File: config.mk
export PLATFORM = sky130hd
export DESIGN_NAME = core_bus_arbiter_n
export DESIGN_NICKNAME = d
export VERILOG_FILES = /design/src/rtl/core_bus_arbiter_n.sv
export SDC_FILE = /design/constraint.sdc
export NUM_CORES = 1
export LEC_CHECK = 0
export CORE_MARGIN = 4
export CORE_UTILIZATION = 48
export CTS_CLUSTER_SIZE = 14
export DETAILED_ROUTE_END_ITERATION = 8
export PLACE_DENSITY_LB_ADDON = 0.12
export SLEW_MARGIN = 20
export SYNTH_ARGS = -nofsm -noshare
export SYNTH_HDL_FRONTEND = slang
export SYNTH_SLANG_ARGS = --single-unit
export TNS_END_PERCENT = 100
File: constraint.sdc
create_clock -name clk -period 8.7 [get_ports clk]
set_input_delay 0.87 -clock clk [delete_from_list [all_inputs] [get_ports clk]]
set_output_delay 0.87 -clock clk [all_outputs]
set_load 0.02 [all_outputs]
File: src/rtl/core_bus_arbiter_n.sv
// N-channel arbiter that shares one core memory bus, with one transaction in flight at a time.
// Define ARBITER_ROUND_ROBIN_EN for round-robin grants; the default build uses fixed priority (channel 0 highest).
module core_bus_arbiter_n #(
  parameter int N  = 2,
  parameter int AW = 30,
  parameter int DW = 32
) (
  input  logic                clk,
  input  logic                rst,
  input  logic [N-1:0]        req_start,
  input  logic [N-1:0]        req_write,
  input  logic [N*AW-1:0]     req_addr,
  input  logic [N*DW-1:0]     req_data_wr,
  input  logic [N*DW/8-1:0]   req_data_be,
  output logic [N-1:0]        req_ready,
  output logic [DW-1:0]       req_data_rd,
  output logic [N-1:0]        req_overrun,
  output logic [AW-1:0]       bus_addr,
  output logic                bus_start,
  output logic                bus_write,
  output logic [DW-1:0]       bus_data_wr,
  output logic [DW/8-1:0]     bus_data_be,
  input  logic                bus_ready,
  input  logic [DW-1:0]       bus_data_rd
);
  localparam int IW = (N > 1) ? $clog2(N) : 1;
  localparam int BW = DW / 8;

  typedef enum logic [1:0] {IDLE, ISSUE, WAIT} state_t;

  state_t          state_q, state_d;
  logic [IW-1:0]   grant_q, grant_d;
  logic [IW-1:0]   pick;
  logic            pick_valid;
  logic            done;
  logic [N-1:0]    pending;
  logic [N-1:0]    ch_write;
  logic [AW-1:0]   ch_addr  [N];
  logic [DW-1:0]   ch_wdata [N];
  logic [BW-1:0]   ch_be    [N];

  logic [N-1:0]    ready_q;
  logic [DW-1:0]   rdata_q;
  logic [AW-1:0]   bus_addr_q;
  logic            bus_write_q;
  logic [DW-1:0]   bus_wdata_q;
  logic [BW-1:0]   bus_be_q;

  assign done = (state_q == WAIT) && bus_ready;

  // A channel's request slot is frozen while pending, so the granted slot can feed the bus directly.
  for (genvar gi = 0; gi < N; gi++) begin : g_chan
    logic            pend_q;
    logic            ovr_q;
    logic            wr_q;
    logic [AW-1:0]   addr_q;
    logic [DW-1:0]   wdata_q;
    logic [BW-1:0]   be_q;
    logic            clear_c;

    assign clear_c = done && (grant_q == IW'(gi));

    always_ff @(posedge clk or posedge rst) begin
      if (rst) begin
        pend_q  <= 1'b0;
        ovr_q   <= 1'b0;
        wr_q    <= 1'b0;
        addr_q  <= '0;
        wdata_q <= '0;
        be_q    <= '0;
      end else if (req_start[gi] && !pend_q) begin
        pend_q  <= 1'b1;
        wr_q    <= req_write[gi];
        addr_q  <= req_addr[gi*AW +: AW];
        wdata_q <= req_data_wr[gi*DW +: DW];
        be_q    <= req_data_be[gi*BW +: BW];
      end else begin
        if (req_start[gi]) ovr_q <= 1'b1;
        if (clear_c) pend_q <= 1'b0;
      end
    end

    assign pending[gi]     = pend_q;
    assign req_overrun[gi] = ovr_q;
    assign ch_write[gi]    = wr_q;
    assign ch_addr[gi]     = addr_q;
    assign ch_wdata[gi]    = wdata_q;
    assign ch_be[gi]       = be_q;
  end

`ifdef ARBITER_ROUND_ROBIN_EN
  logic [IW-1:0] rr_q;
  int            rr_idx;

  // Scan downward so the last hit is the first pending channel at or after rr_q.
  always_comb begin
    pick       = '0;
    pick_valid = 1'b0;
    rr_idx     = 0;
    for (int k = N - 1; k >= 0; k--) begin
      rr_idx = int'(rr_q) + k;
      if (rr_idx >= N) rr_idx = rr_idx - N;
      if (pending[IW'(rr_idx)]) begin
        pick       = IW'(rr_idx);
        pick_valid = 1'b1;
      end
    end
  end

  always_ff @(posedge clk or posedge rst) begin
    if (rst) begin
      rr_q <= '0;
    end else if (state_q == IDLE && pick_valid) begin
      rr_q <= (pick == IW'(N - 1)) ? '0 : pick + 1'b1;
    end
  end
`else
  always_comb begin
    pick       = '0;
    pick_valid = 1'b0;
    for (int k = N - 1; k >= 0; k--) begin
      if (pending[k]) begin
        pick       = IW'(k);
        pick_valid = 1'b1;
      end
    end
  end
`endif

  always_comb begin
    state_d = state_q;
    grant_d = grant_q;
    case (state_q)
      IDLE: begin
        if (pick_valid) begin
          state_d = ISSUE;
          grant_d = pick;
        end
      end
      ISSUE:   state_d = WAIT;
      WAIT:    if (bus_ready) state_d = IDLE;
      default: state_d = IDLE;
    endcase
  end

  always_ff @(posedge clk or posedge rst) begin
    if (rst) begin
      state_q     <= IDLE;
      grant_q     <= '0;
      ready_q     <= '0;
      rdata_q     <= '0;
      bus_addr_q  <= '0;
      bus_write_q <= 1'b0;
      bus_wdata_q <= '0;
      bus_be_q    <= '0;
    end else begin
      state_q <= state_d;
      grant_q <= grant_d;
      ready_q <= done ? ({{(N-1){1'b0}}, 1'b1} << grant_q) : '0;
      if (done) rdata_q <= bus_data_rd;
      if (state_q == IDLE && pick_valid) begin
        bus_addr_q  <= ch_addr[pick];
        bus_write_q <= ch_write[pick];
        bus_wdata_q <= ch_wdata[pick];
        bus_be_q    <= ch_be[pick];
      end
    end
  end

  assign bus_start   = (state_q == ISSUE);
  assign bus_addr    = bus_addr_q;
  assign bus_write   = bus_write_q;
  assign bus_data_wr = bus_wdata_q;
  assign bus_data_be = bus_be_q;
  assign req_ready   = ready_q;
  assign req_data_rd = rdata_q;

endmodule

Figure 1. Met2 routing (run 1).
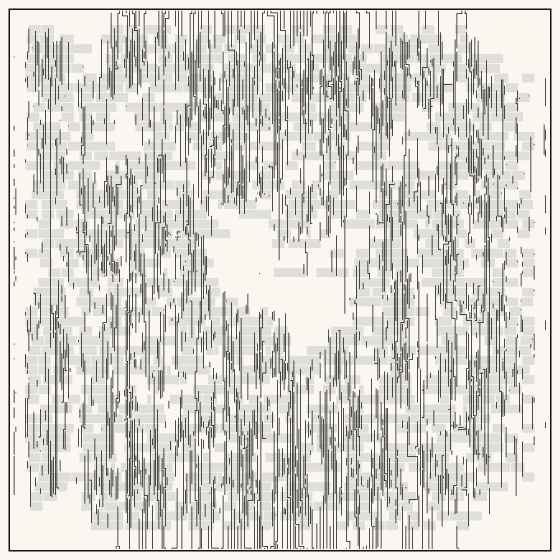
nets with wire on the layer = 1017
share of all routed wire = 49%
global routing usage on met2: 35.9%
via count of the routed design: 6903
drt total wl: 25600 um

Figure 2. The metal 3 layer (run 1).
Bar = 50 um.
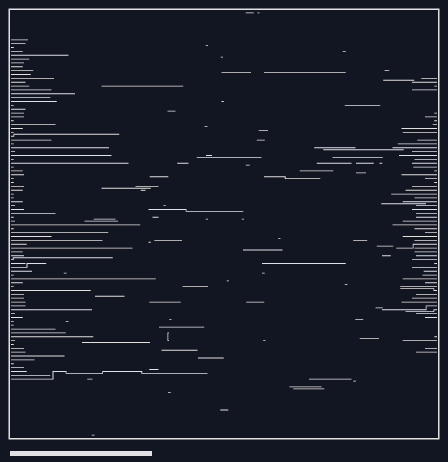
share of all routed wire = 8.0%
wire length on this layer = 2050 um
main direction = horizontal
nets with wire on the layer = 181
global-route track usage on met3: 5.95%

Figure 3. Nets reached from selected ports (run 1).
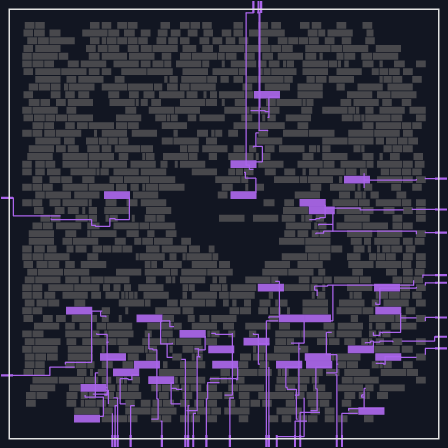
bus_addr -> purple  # direction output, end cells 30, buffers 30, wire 1320 um
I/O Pins: 275
number of buffers inserted by port buffering: 274

Figure 4. Placed standard cells (run 1).
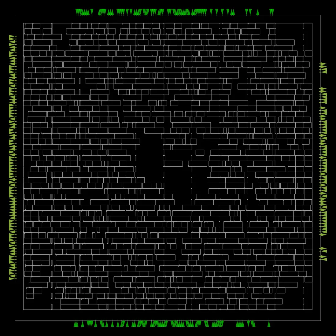
count of sequential standard cells: 242
filler cell count in the final layout: 1493
Core ar.: 20200 um^2
final core area utilization: 67.1%

==> impl_metrics.csv, run 1 <==
group,metric,value,unit
pwr,power,0.00532,W
hold_path,timing.hold.worst.class,"reg2reg",
drt,route.detailed.drc,0,
sta,fin_crit_sh,31.6,%
logic_synthesis,synth-async-reset-ratio,100,%
pwr,seq_power,0.00208,W
critical_path,path_class,"reg2out",
cells_and_area,seqCellArea,6060,um^2
cells_and_area,num-nonclk-inverters,3,
drt,met3_wire_len,2050,um
critical_path,critical_path.cell_chain,"nor2b_1 > clkdlybuf4s50_1",
sta,final.setup_skew,6.07,ps
logic_synthesis,ys_cells,695,
clock_network,numClockSinks,242,
logic_synthesis,post_synth_xor_area_fraction,0,%
cells_and_area,n_multi_input_combinational_cell,391,
status,run_status,"complete, no violations",
pwr,powerDensity,393,nW/um^2
critical_path,crit_required,7830,ps
place,dp.final_hpwl,16400,um
critical_path,timing.critical_path.fanout_max,7,
drt,met1_length,10500,um
Figure 5. Placement by cell class (run 1).
Fill, decap, tap and diode cells in gray.
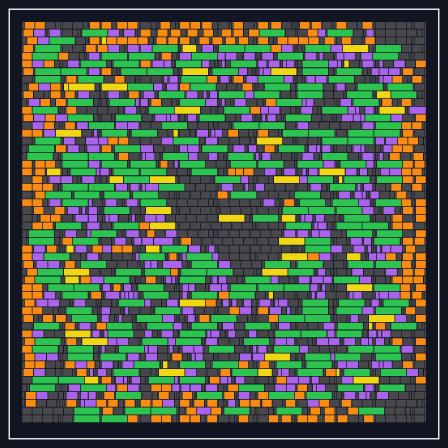

==> inputs of run 2 (changes only) <==
==> constraint.sdc (replaced) <==
create_clock -name clk -period 2.75 [get_ports clk]
set_input_delay 0.275 -clock clk [delete_from_list [all_inputs] [get_ports clk]]
set_output_delay 0.275 -clock clk [all_outputs]
set_load 0.02 [all_outputs]
Figure 6. Placement by cell class (run 2).
Fill, decap, tap and diode cells in gray.
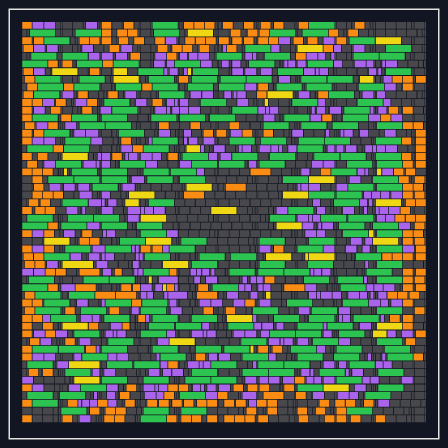
remaining logic cells -> purple  # cells 394, share of their area 26%
remaining buffers and delay cells -> orange  # cells 290, share of their area 22%
registers -> green  # cells 242, share of their area 45%
clock drivers and dummy loads -> yellow  # cells 44, share of their area 6.3%
Core Rows: 52
flop share of the area: 44.3%
post-route cell area: 13700 um^2
final core area utilization: 67.8%

Figure 7. Nets reached from selected ports (run 2).
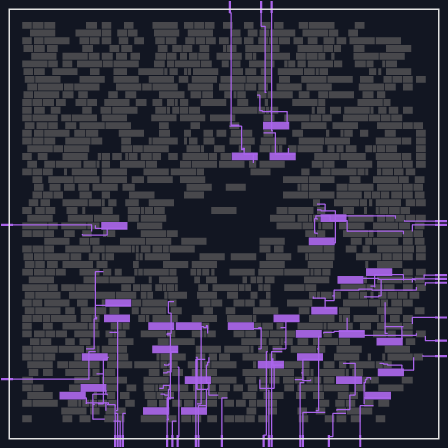
bus_addr -> purple  # direction output, end cells 30, buffers 30, wire 1370 um

==> run 2 against run 1 <==
Non-clock buffer count rose by 7. Largest cell class unchanged. Design area up 1.1%. Critical endpoint unchanged. Worst hold slack lost 380 ps.
==> impl_metrics.csv, run 2 <==
group,metric,value,unit
grt,met3_usage,6.43,%
cells_and_area,num-nonclk-inverters,3,
drt,met3_wire_len,2220,um
pwr,seq_power,0.00660,W
place,dp.final_hpwl,17100,um
drt,route.detailed.drc,0,
place,number_of_buffers_inserted_by_port_buffering,274,
critical_path,timing.critical_path.fanout_max,7,
cells_and_area,filler_cell_count,1413,
drt,wirelength,25600,um
pwr,powerDensity,1240,nW/um^2
logic_synthesis,post_synth_xor_area_fraction,0,%
cells_and_area,n_multi_input_combinational_cell,391,
logic_synthesis,synth-async-reset-ratio,100,%
floorplanning,io-pin-count,275,
status,run_status,"complete, no violations",
sta,fin_crit_sh,80.1,%
clock_network,numClockSinks,242,
hold_path,timing.hold.worst.class,"in2async",
critical_path,worstReg2RegStart,"g_chan[0].pend_q$_DFFE_PP0P_",
cells_and_area,seqCellArea,6060,um^2
cells_and_area,numSequentialCells,242,
grt,globalRouteMet2Util,36.8,%
critical_path,crit_required,2480,ps
clock_network,clk_pin_slew,60,ps
sta,final.setup_skew,7.12,ps
pwr,power,0.0170,W
drt,routed-via-count,6933,
floorplanning,coreArea,20200,um^2
logic_synthesis,ys_cells,695,
Figure 8. The metal 3 layer (run 2).
Bar = 50 um.
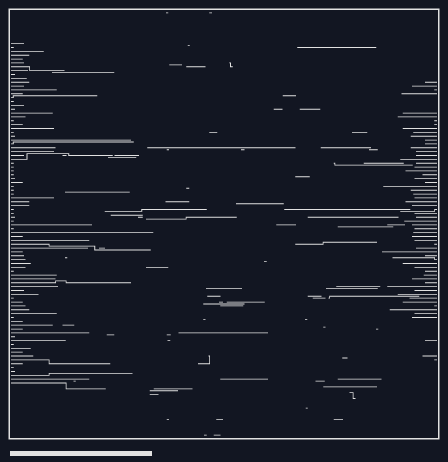

==> inputs of run 3 (changes only) <==
--- a/config.mk
+++ b/config.mk
@@ -6,7 +6,7 @@
 export NUM_CORES = 1
 export LEC_CHECK = 0
 export CORE_MARGIN = 4
-export CORE_UTILIZATION = 48
+export CORE_UTILIZATION = 43
 export CTS_CLUSTER_SIZE = 14
 export DETAILED_ROUTE_END_ITERATION = 8
 export PLACE_DENSITY_LB_ADDON = 0.12
==> constraint.sdc (replaced) <==
create_clock -name clk -period 1.9 [get_ports clk]
set_input_delay 0.19 -clock clk [delete_from_list [all_inputs] [get_ports clk]]
set_output_delay 0.19 -clock clk [all_outputs]
set_load 0.02 [all_outputs]
Figure 9. The metal 3 layer (run 3).
Bar = 50 um.
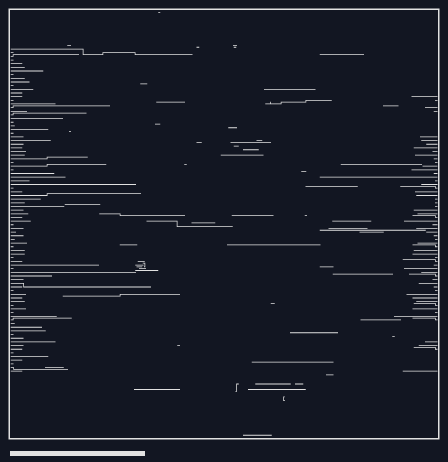
longest straight run = 47.2 um
share of all routed wire = 7.3%
nets with wire on the layer = 177
drt total wl: 26600 um
via count of the routed design: 6932
global-route track usage on met3: 5.88%

Figure 10. Placed standard cells (run 3).
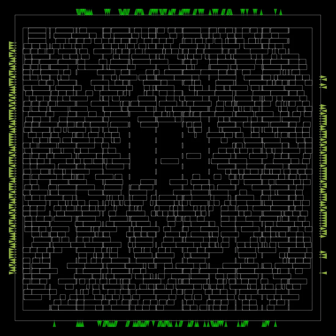
final core area utilization: 63.0%
final cell count without fillers: 1271
filler cell count in the final layout: 1673

==> run 3 against run 2 <==
Sequential power increased by 44%. Via count hardly changed. Clock skew is 4.5 ps higher. Worst hold slack gained 200 ps. Design area up 1.8%.
==> impl_metrics.csv, run 3 <==
group,metric,value,unit
place,number_of_buffers_inserted_by_port_buffering,274,
clock_network,clk_pin_slew,60,ps
drt,met3_wire_len,1950,um
pwr,power,0.0249,W
critical_path,crit_required,1710,ps
status,run_status,"complete, no violations",
cells_and_area,n_multi_input_combinational_cell,391,
critical_path,timing.critical_path.fanout_max,7,
drt,route.detailed.drc,0,
floorplanning,fp-row-count,54,
sta,fin_crit_sh,93.6,%
cells_and_area,numSequentialCells,242,
pwr,seq_power,0.00951,W
clock_network,numClockSinks,242,
logic_synthesis,post_synth_xor_area_fraction,0,%
logic_synthesis,ys_cells,695,
hold_path,timing.hold.worst.class,"in2reg",
cells_and_area,num-nonclk-inverters,3,
floorplanning,coreArea,22100,um^2
logic_synthesis,synth-async-reset-ratio,100,%
Power figures rest on the tool's default switching activity, not on a simulated workload.
